Signal metal coverage by tile:
32 x 33 tiles, from dark blue (low) to red (high), scaled to the fullest tile. Values are wire area over tile area, all layers added.
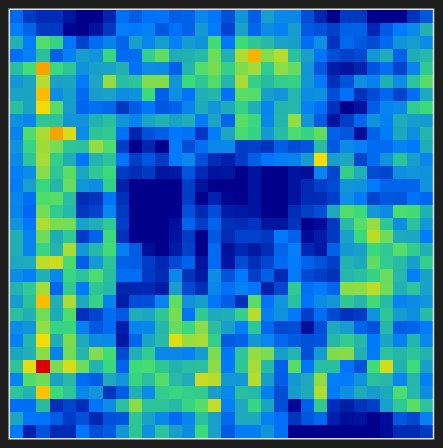
Register map, names as in the netlist:
Bar = 50 um.
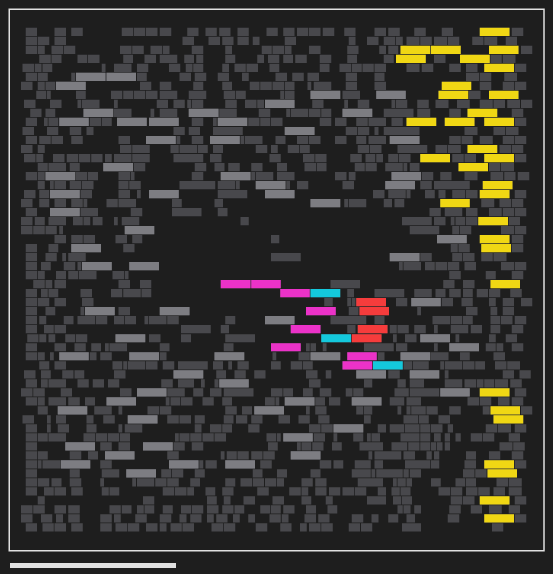
Cell placement:
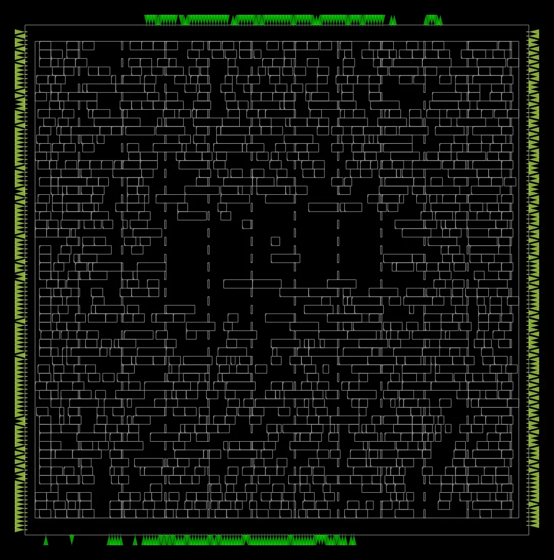
Cell sizes after repair:
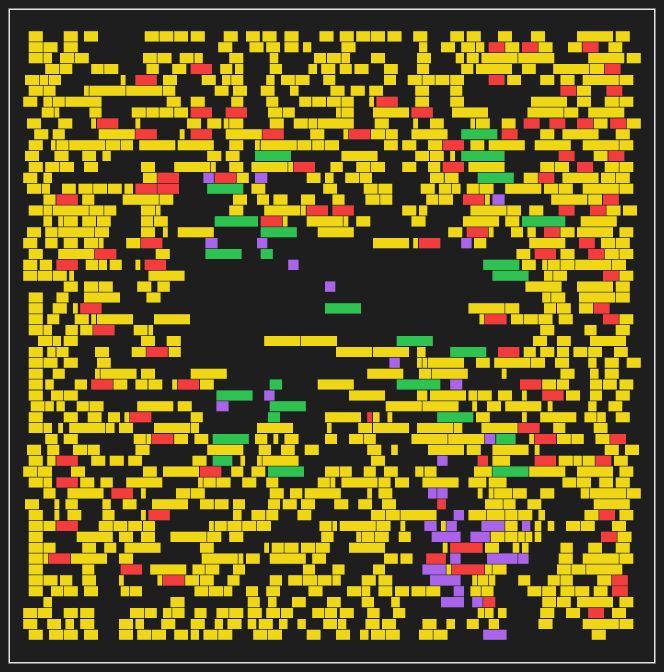
**src/rtl/fpu_addsub_sched_pkg.sv**
```systemverilog
// Shared types and default sizing for the FP add/sub scheduler and the FPU wrapper.
package fpu_sched_pkg;

  localparam int FPU_NUM_REQ = 4;
  localparam int FPU_DATA_W  = 32;
  localparam int FPU_LAT     = 3;
  localparam int FPU_IDX_W   = $clog2(FPU_NUM_REQ);

  typedef struct packed {
    logic [FPU_DATA_W-1:0] a;
    logic [FPU_DATA_W-1:0] b;
    logic                  sub;
  } fpu_req_t;

  typedef struct packed {
    logic                 vld;
    logic [FPU_IDX_W-1:0] idx;
  } tag_t;

endpackage

```
**src/rtl/fpu_addsub_sched_if.sv**
```systemverilog
// Requester, FPU issue/result and response bundle for fpu_addsub_sched.
interface fpu_addsub_sched_if
  import fpu_sched_pkg::*;
#(
  parameter int NUM_REQ = FPU_NUM_REQ,
  parameter int DATA_W  = FPU_DATA_W
);

  logic [NUM_REQ-1:0]             i_req_valid;
  logic [NUM_REQ-1:0]             o_req_ready;
  logic [NUM_REQ-1:0][DATA_W-1:0] i_req_a;
  logic [NUM_REQ-1:0][DATA_W-1:0] i_req_b;
  logic [NUM_REQ-1:0]             i_req_sub;

  logic                           o_fpu_valid;
  logic [DATA_W-1:0]              o_fpu_a;
  logic [DATA_W-1:0]              o_fpu_b;
  logic                           o_fpu_sub;
  logic [DATA_W-1:0]              i_fpu_result;

  logic [NUM_REQ-1:0]             o_rsp_valid;
  logic [DATA_W-1:0]              o_rsp_data;
  logic                           o_busy;

  modport slave (
    input  i_req_valid, i_req_a, i_req_b, i_req_sub, i_fpu_result,
    output o_req_ready, o_fpu_valid, o_fpu_a, o_fpu_b, o_fpu_sub,
           o_rsp_valid, o_rsp_data, o_busy
  );

  modport master (
    output i_req_valid, i_req_a, i_req_b, i_req_sub, i_fpu_result,
    input  o_req_ready, o_fpu_valid, o_fpu_a, o_fpu_b, o_fpu_sub,
           o_rsp_valid, o_rsp_data, o_busy
  );

endinterface

```
**src/rtl/fpu_addsub_sched_rr_arbiter.sv**
```systemverilog
// Combinational round-robin pick: first set request at or after ptr_i, wrapping.
module rr_arbiter #(
  parameter int NUM_REQ = 4,
  parameter int IDX_W   = $clog2(NUM_REQ)
) (
  input  logic [NUM_REQ-1:0] req_i,
  input  logic [IDX_W-1:0]   ptr_i,
  output logic [NUM_REQ-1:0] gnt_o,
  output logic [IDX_W-1:0]   idx_o,
  output logic               any_o
);

  logic [IDX_W-1:0] cand;

  always_comb begin
    gnt_o = '0;
    idx_o = '0;
    any_o = 1'b0;
    cand  = '0;
    for (int k = 0; k < NUM_REQ; k++) begin
      cand = IDX_W'((int'(ptr_i) + k) % NUM_REQ);
      if (!any_o && req_i[cand]) begin
        any_o       = 1'b1;
        gnt_o[cand] = 1'b1;
        idx_o       = cand;
      end
    end
  end

endmodule

```
**src/rtl/fpu_addsub_sched.sv**
```systemverilog
// Round-robin sharing of one pipelined FP add/sub among NUM_REQ requesters.
// Optional FPU_SCHED_PERF_EN adds o_issue_cnt / o_stall_cnt.
module fpu_addsub_sched
  import fpu_sched_pkg::*;
#(
  parameter int NUM_REQ = FPU_NUM_REQ,
  parameter int DATA_W  = FPU_DATA_W,
  parameter int LAT     = FPU_LAT
) (
  input  logic                i_clk,
  input  logic                i_rst,
`ifdef FPU_SCHED_PERF_EN
  output logic [31:0]         o_issue_cnt,
  output logic [31:0]         o_stall_cnt,
`endif
  fpu_addsub_sched_if.slave   bus
);

  localparam int IDX_W = $clog2(NUM_REQ);

  logic [NUM_REQ-1:0] gnt;
  logic [IDX_W-1:0]   gnt_idx;
  logic               gnt_any;
  logic               xfer;

  logic [IDX_W-1:0]   ptr_q, ptr_d;
  fpu_req_t           req_q, req_d;
  tag_t [LAT:0]       tag_q, tag_d;
  logic [NUM_REQ-1:0] rsp_valid_q, rsp_valid_d;
  logic [DATA_W-1:0]  rsp_data_q, rsp_data_d;
  logic               busy;

  rr_arbiter #(
    .NUM_REQ (NUM_REQ),
    .IDX_W   (IDX_W)
  ) u_arb (
    .req_i (bus.i_req_valid),
    .ptr_i (ptr_q),
    .gnt_o (gnt),
    .idx_o (gnt_idx),
    .any_o (gnt_any)
  );

  // Grant is masked during reset so every output reads zero while it is held.
  assign xfer            = gnt_any & ~i_rst;
  assign bus.o_req_ready = i_rst ? '0 : gnt;

  always_comb begin
    ptr_d = ptr_q;
    req_d = req_q;
    if (xfer) begin
      ptr_d     = (gnt_idx == IDX_W'(NUM_REQ - 1)) ? '0 : gnt_idx + 1'b1;
      req_d.a   = bus.i_req_a[gnt_idx];
      req_d.b   = bus.i_req_b[gnt_idx];
      req_d.sub = bus.i_req_sub[gnt_idx];
    end
  end

  // Stage 0 is the issue register; stage LAT lines up with the FPU result.
  always_comb begin
    tag_d[0].vld = xfer;
    tag_d[0].idx = FPU_IDX_W'(gnt_idx);
    for (int i = 1; i <= LAT; i++) tag_d[i] = tag_q[i-1];
  end

  always_comb begin
    rsp_valid_d = '0;
    rsp_data_d  = rsp_data_q;
    if (tag_q[LAT].vld) begin
      rsp_valid_d[tag_q[LAT].idx] = 1'b1;
      rsp_data_d                  = bus.i_fpu_result;
    end
  end

  always_ff @(posedge i_clk or posedge i_rst) begin
    if (i_rst) begin
      ptr_q       <= '0;
      req_q       <= '0;
      tag_q       <= '0;
      rsp_valid_q <= '0;
      rsp_data_q  <= '0;
    end else begin
      ptr_q       <= ptr_d;
      req_q       <= req_d;
      tag_q       <= tag_d;
      rsp_valid_q <= rsp_valid_d;
      rsp_data_q  <= rsp_data_d;
    end
  end

  always_comb begin
    busy = |rsp_valid_q;
    for (int i = 0; i <= LAT; i++) busy = busy | tag_q[i].vld;
  end

  assign bus.o_fpu_valid = tag_q[0].vld;
  assign bus.o_fpu_a     = req_q.a;
  assign bus.o_fpu_b     = req_q.b;
  assign bus.o_fpu_sub   = req_q.sub;
  assign bus.o_rsp_valid = rsp_valid_q;
  assign bus.o_rsp_data  = rsp_data_q;
  assign bus.o_busy      = busy;

`ifdef FPU_SCHED_PERF_EN
  logic [31:0] issue_cnt_q, issue_cnt_d;
  logic [31:0] stall_cnt_q, stall_cnt_d;

  always_comb begin
    issue_cnt_d = issue_cnt_q + 32'(xfer);
    stall_cnt_d = stall_cnt_q + 32'(|(bus.i_req_valid & ~gnt));
  end

  always_ff @(posedge i_clk or posedge i_rst) begin
    if (i_rst) begin
      issue_cnt_q <= '0;
      stall_cnt_q <= '0;
    end else begin
      issue_cnt_q <= issue_cnt_d;
      stall_cnt_q <= stall_cnt_d;
    end
  end

  assign o_issue_cnt = issue_cnt_q;
  assign o_stall_cnt = stall_cnt_q;
`endif

endmodule

```
**src/flat_wrapper.sv**
```systemverilog
// flat-port wrapper written by rule: the top's interface ports become plain ports
module fpu_addsub_sched_flat import fpu_sched_pkg::*;
#(
  parameter int NUM_REQ = FPU_NUM_REQ,
  parameter int DATA_W  = FPU_DATA_W,
  parameter int LAT     = FPU_LAT
)
  (i_clk, i_rst, bus_i_req_valid, bus_i_req_a, bus_i_req_b, bus_i_req_sub, bus_i_fpu_result, bus_o_req_ready, bus_o_fpu_valid, bus_o_fpu_a, bus_o_fpu_b, bus_o_fpu_sub, bus_o_rsp_valid, bus_o_rsp_data, bus_o_busy);
  fpu_addsub_sched_if #(.NUM_REQ(NUM_REQ), .DATA_W(DATA_W)) bus_i ();
  input  logic i_clk;
  input  logic i_rst;
  input wire logic [$bits(bus_i.i_req_valid)-1:0] bus_i_req_valid;
  input wire logic [$bits(bus_i.i_req_a)-1:0] bus_i_req_a;
  input wire logic [$bits(bus_i.i_req_b)-1:0] bus_i_req_b;
  input wire logic [$bits(bus_i.i_req_sub)-1:0] bus_i_req_sub;
  input wire logic [$bits(bus_i.i_fpu_result)-1:0] bus_i_fpu_result;
  output wire logic [$bits(bus_i.o_req_ready)-1:0] bus_o_req_ready;
  output wire logic [$bits(bus_i.o_fpu_valid)-1:0] bus_o_fpu_valid;
  output wire logic [$bits(bus_i.o_fpu_a)-1:0] bus_o_fpu_a;
  output wire logic [$bits(bus_i.o_fpu_b)-1:0] bus_o_fpu_b;
  output wire logic [$bits(bus_i.o_fpu_sub)-1:0] bus_o_fpu_sub;
  output wire logic [$bits(bus_i.o_rsp_valid)-1:0] bus_o_rsp_valid;
  output wire logic [$bits(bus_i.o_rsp_data)-1:0] bus_o_rsp_data;
  output wire logic [$bits(bus_i.o_busy)-1:0] bus_o_busy;
  assign bus_i.i_req_valid = bus_i_req_valid;
  assign bus_i.i_req_a = bus_i_req_a;
  assign bus_i.i_req_b = bus_i_req_b;
  assign bus_i.i_req_sub = bus_i_req_sub;
  assign bus_i.i_fpu_result = bus_i_fpu_result;
  assign bus_o_req_ready = bus_i.o_req_ready;
  assign bus_o_fpu_valid = bus_i.o_fpu_valid;
  assign bus_o_fpu_a = bus_i.o_fpu_a;
  assign bus_o_fpu_b = bus_i.o_fpu_b;
  assign bus_o_fpu_sub = bus_i.o_fpu_sub;
  assign bus_o_rsp_valid = bus_i.o_rsp_valid;
  assign bus_o_rsp_data = bus_i.o_rsp_data;
  assign bus_o_busy = bus_i.o_busy;
  fpu_addsub_sched #(.NUM_REQ(NUM_REQ), .DATA_W(DATA_W), .LAT(LAT)) u_core (.i_clk(i_clk), .i_rst(i_rst), .bus(bus_i));
endmodule
```
**config.mk**
```make
export PLATFORM = sky130hd
export DESIGN_NAME = fpu_addsub_sched_flat
export DESIGN_NICKNAME = d
export VERILOG_FILES = /design/src/rtl/fpu_addsub_sched_pkg.sv /design/src/rtl/fpu_addsub_sched_if.sv /design/src/rtl/fpu_addsub_sched_rr_arbiter.sv /design/src/rtl/fpu_addsub_sched.sv /design/src/flat_wrapper.sv
export SDC_FILE = /design/constraint.sdc
export NUM_CORES = 1
export LEC_CHECK = 0
export CAP_MARGIN = 20
export CORE_AREA = 3 3 158 160
export CTS_CLUSTER_SIZE = 10
export DETAILED_ROUTE_END_ITERATION = 8
export DIE_AREA = 0 0 161 163
export PLACE_DENSITY_LB_ADDON = 0.12
export SLEW_MARGIN = 20
export SYNTH_ARGS = -nofsm -noshare
export SYNTH_HDL_FRONTEND = slang
export SYNTH_SLANG_ARGS = --single-unit
```
**constraint.sdc**
```tcl
create_clock -name i_clk -period 11.5 [get_ports i_clk]
set_clock_uncertainty 0.1 [all_clocks]
set_input_delay 3.45 -clock i_clk [delete_from_list [all_inputs] [get_ports i_clk]]
set_output_delay 3.45 -clock i_clk [all_outputs]
set_load 0.02 [all_outputs]
```
==> CHANGELOG.md <==
### Metrics

- Core Box Area: 0.0235 mm^2
- Number of maximum-capacitance violations: 0
- Launching instance or port of the critical path: bus_i_req_valid[2]
- Fraction of post-synthesis cell area in the top cell type by area: 37.4%
- Routed length on met2: 15600 um
- Iteration-0 DRC count of the detailed router: 536
- Global-route wire length before repair: 48900 um
- Logic gate fraction of the total cell area: 34.9%
- Cts bufs inserted: 17
- Power attributed to combinational cells: 1910 uW
- Synth Instances: 720
- Outcome: finished, final reports clean
- Number of well-tap cells placed: 319
- Setup Crit Path Kind: in -> out
- Worst-path maximum fanout: 11
- Met1 Use GR: 28.7%
- WHS Endpoint: u_core.tag_q[10]
- Most frequent cells after synthesis: sky130_fd_sc_hd__a221oi_1, sky130_fd_sc_hd__dfrtp_1, sky130_fd_sc_hd__nor2_1
- Switching component of the power: 1420 uW
- Clock latency on the worst-skew pair: 410 ps
- Number of global-route vias before repair: 8191
- Worst r2r dst: u_core.bus.o_fpu_b[23]
- Final clock-cell share: 5.23%
- Routing layer with the top usage in global route: met2
- Worst-case vdd ir drop: 0.000174 V
- Reg-to-Reg Start: u_core.ptr_q[0]
- Synthesis Warnings: 0
- Largest power group: combinational cells
- Data arrival at the endpoint of the critical path: 6140 ps
- RSZ-0062 raised after global routing: no
- Clock transition time at the flip-flop clock pins of the worst setup and hold paths: 60 ps
- Number of antenna violations at the first check in global routing: 1
## Picture notes: 'signal metal coverage by tile'
mean over tiles = 0.20
tiles over half the peak = 12%
nearly empty tiles = 5.4%
fullest tile = 0.68
emptiest ninth of the die = center
total number of vias: 8003
total length of routed wires: 32300 um
average wire length per cell after detail routing: 23.4 um
total track usage: 23.7%

## Picture notes: 'register map, names as in the netlist'
u_core.bus.o_rsp_data -> yellow  # sequential cells 32, where a vertical strip on the right
u_core.tag_d -> magenta  # sequential cells 8, where center
u_core.tag_q -> cyan  # sequential cells 3
u_core.bus.o_rsp_valid -> red  # sequential cells 4
not colored = 68

## Picture notes: 'cell placement'
number of sequential cells: 115
# fillers: 2187

## Picture notes: 'cell sizes after repair'
x6 and larger -> green  # cells 26
x1 and smaller -> yellow  # cells 913
x2 -> red  # cells 92
x3 and x4 -> purple  # cells 32

[worst max-delay path, delay by kind of cell]
family                 cells  cell delay (ps)
AND/OR/NAND/NOR            1              480
buffers and inverters      2             1390
AND-OR/OR-AND              4              810
[cell families after synthesis]
logic type	after synthesis	share of synthesized area, %
buffers and inverters	113	6.76
multiplexers	42	6.36
flip-flops	115	37.4
adder cells (fa/ha/maj)	8	1.30
AND/OR/NAND/NOR	159	10.8
AND-OR/OR-AND	283	37.4
[stage by stage]
stage / hold WS [ps] / power, uW / area [um^2] / instances / utilization, %
2_1_floorplan: 231 / 1910 / 7700 / 720 / -
3_3_place_gp: 234 / 2580 / 11800 / 1350 / 50.1
3_5_place_dp: 235 / 2580 / 11800 / 1350 / 50.1
4_1_cts: 246 / 3180 / 12400 / 1382 / 52.9
5_1_grt: 249 / 3340 / 12500 / 1383 / 52.9
6_report: 243 / 3160 / 12500 / 1383 / 52.9
[layout by cell type, fill, tap and decap left out, types with 3 or more instances in the layout]
master and count:
sky130_fd_sc_hd__clkdlybuf4s50_1 404, sky130_fd_sc_hd__inv_6 3, sky130_fd_sc_hd__ha_1 8, sky130_fd_sc_hd__bufinv_16 4, sky130_fd_sc_hd__nor2_1 68, sky130_fd_sc_hd__clkbuf_16 17, sky130_fd_sc_hd__buf_4 15, sky130_fd_sc_hd__nand2_1 5
sky130_fd_sc_hd__a22o_1 4, sky130_fd_sc_hd__o21ai_0 4, sky130_fd_sc_hd__mux2i_1 7, sky130_fd_sc_hd__and2_1 66, sky130_fd_sc_hd__dfrtp_1 115, sky130_fd_sc_hd__a221oi_1 142, sky130_fd_sc_hd__mux2_2 32, sky130_fd_sc_hd__clkinv_4 5
sky130_fd_sc_hd__o311a_1 65, sky130_fd_sc_hd__a21oi_1 6, sky130_fd_sc_hd__a221oi_2 53
Power is estimated from default activity; no workload was simulated.
